==> config.mk <==
export PLATFORM = sky130hd
export DESIGN_NAME = mms_rx_smd_classifier
export DESIGN_NICKNAME = d
export VERILOG_FILES = /design/src/rtl/mms_smd_pkg.sv /design/src/rtl/mii_nibble_assembler.sv /design/src/rtl/mms_rx_smd_classifier.sv
export SDC_FILE = /design/constraint.sdc
export NUM_CORES = 1
export LEC_CHECK = 0
export CORE_ASPECT_RATIO = 0.75
export CORE_MARGIN = 1.5
export CORE_UTILIZATION = 47
export CTS_CLUSTER_DIAMETER = 50
export DETAILED_ROUTE_END_ITERATION = 7
export MAX_ROUTING_LAYER = met4
export PLACE_DENSITY = 0.75
export SKIP_LAST_GASP = 1
export SYNTH_ARGS = -nofsm -noshare
export SYNTH_HDL_FRONTEND = slang
export SYNTH_SLANG_ARGS = --single-unit
export TNS_END_PERCENT = 5
==> constraint.sdc <==
create_clock -name clk -period 1.6 [get_ports clk]
set_input_delay 0.32 -clock clk [delete_from_list [all_inputs] [get_ports clk]]
set_output_delay 0.32 -clock clk [all_outputs]
set_load 0.02 [all_outputs]
Fig. 1: placement density heat map
8 x 6 tiles, from white (low) to dark blue (high), 0 to 100% covered.
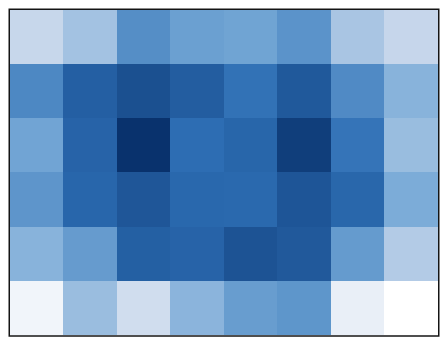
- tiles over 75% full: 40%
- mean over tiles: 60%
- nearly empty tiles: 2.1%
fin util: 71.00%
Core Util at FP: 49.64%
Placeable Area: 0.003685 mm^2

Fig. 2: met1 routing
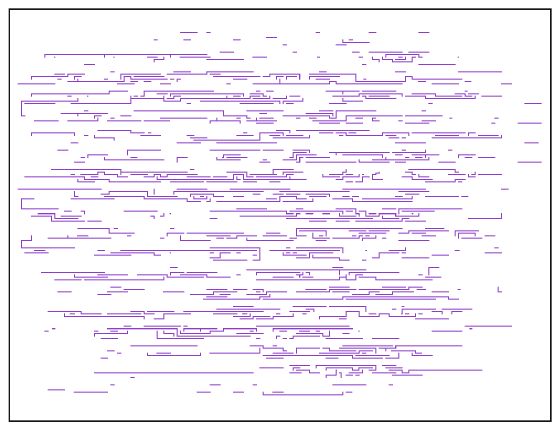
- share of all routed wire: 48%
- wire length on this layer: 2250 um
- main direction: horizontal
- longest straight run: 22.5 um
GR Util met1: 32.30%
total routed wirelength: 4.647 mm
via count: 1807

Fig. 3: the metal 2 layer
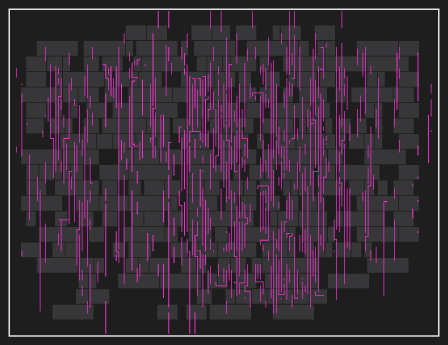
- main direction: vertical
- wire length on this layer: 2140 um
- nets with wire on the layer: 242
routing usage on met2: 34.39%

Fig. 4: placement view
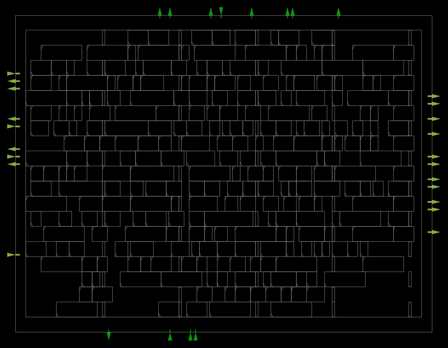
non-filler cells, final: 330
Seq/total area: 30.03%
Well Taps: 52

==> qor.txt <==
Outcome: complete, no violations
Clock buf/inv share: 3.826%
Crit path max fanout: 6
Worst reg2reg path depth: 4
Nets@finish: 288
Total area of sequential cells: 785.8 um^2
Most used routing layer: met2
Slew @ Worst Pin: 0.3322 ns
Grt met3 use: 6.007%
Yosys top cell by instances: dfxtp_1
Gr usage total: 23.41%
Port bufs: 31
Die Y: 57.03 um
Synth unique cells: 49
Top cells by count, synth: dfxtp_1 (39), nand2_1 (33), a21oi_1 (18)
Commonest Layout Cell: buf_4
Setup CP Type: input port to flop
Largest net degree at the start of global routing: 23
Final worst slack: 0.02246 ns
Combinational Area: 0.001017 mm^2
Fraction of area in multi-input gates: 38.88%
Vias in the first global route: 1612
Tmin final: 1.578 ns
Maximum clock insertion buffer count: 2
ANT cells: 0
TritonCTS clock tree: yes
IO Pins: 32
Number of flops mapped to enable cells by yosys: 0
Critical Path RT: 1.83 ns
Sequential share of the synthesized area: 42.68%
Routed vias/inst: 5.476
Fmax: 0.6339 GHz
Cell area after synthesis: 0.001829 mm^2
Worst Skew: 0.007101 ns
Late-Pin Clk Latency: 0.29 ns
WP buf/inv: 2
Layout area overhead: 43.02%
Clk sink count: 39
Initial antenna violation count: 0
Max-area cell share: 42.68%
Top cells excl fill/tap: buf_4 (42), dfxtp_1 (35), nand2_1 (33)
Clock root buffer: clkbuf_8
RSZ-0062 raised after global routing: true
Worst slew margin: 77.68%
Post-synth top area cell: dfxtp_1
Crit start category: input port
Chip Width: 75.04 um
Chip Area: 0.004279 mm^2
Post-route ant nets: 0
Yosys stat area: 0.001829 mm^2
CP endpoint kind: flop
Cycle use final: 98.60%
Leakage Power: 0.9348 nW
DRC Markers: 0
Layout non-clock buf frac: 24.20%
Clkbuf count: 8
Logic inverters: 4
Crit-path max cell delay: 0.49 ns
Final Hold Fails: 0
Main area contributors: dfxtp_1 (43%), nand2_1 (6.8%), a21oi_1 (4.9%)
FP Rows: 19
[per-stage QoR]
step           total power [mW]  cell area [um^2]  hold WS, ns  cells  setup TNS [ns]
6_report                  1.917              2616       0.4476    330               0
4_1_cts                   1.923              2575       0.4520    328         -0.3094
5_1_grt                   1.997              2616       0.4634    330         -0.5126
3_5_place_dp              1.202              2457       0.4415    319          -7.988
2_1_floorplan             1.110              1844       0.4524    211        -0.01608
3_3_place_gp              1.197              2457       0.4386    319          -7.098
[worst reg2reg max path: cells and delay by family, from the launching register on]
kind            cells  cell delay (ns)
simple gates        3             0.87
flops               1             0.36
compound gates      1             0.24
[kinds of logic (layout without fill, tap and decap cells)]
logic type / Yosys count / after routing / synth area share [%]
and+or+nand+nor: 95 / 95 / 29.96
AOI/OAI and AO/OA: 49 / 49 / 17.92
DFF: 39 / 39 / 42.68
buffers and inverters: 20 / 87 / 4.651
muxes: 5 / 5 / 2.736
adders and majority gates: 3 / 3 / 2.052
[power by group]
group | switching, mW | internal [mW] | leakage, nW | total [mW]
clock network | 0.332 | 0.393 | 0.0515 | 0.726
logic | 0.0849 | 0.0990 | 0.566 | 0.184
registers | 0.0196 | 0.987 | 0.317 | 1.01
total | 0.437 | 1.48 | 0.935 | 1.92
[metal layers]
metal | routed length, um | up-vias | share of wire (%)
met4 | 34 | 0 | 0.73
met3 | 224 | 8 | 4.8
met2 | 2141 | 54 | 46
li1 | - | 900 | -
met1 | 2246 | 845 | 48
met5 | 0 | - | 0
[timing repair]
action	4_1_cts	5_1_grt
buffers inserted	1	1
gates resized	8	15
pin swaps	1	2
cloned	0	1
endpoints found under the setup margin	15	19
hold endpoints to repair	0	0
No activity file was given, so power comes from the tool's default toggle rates.
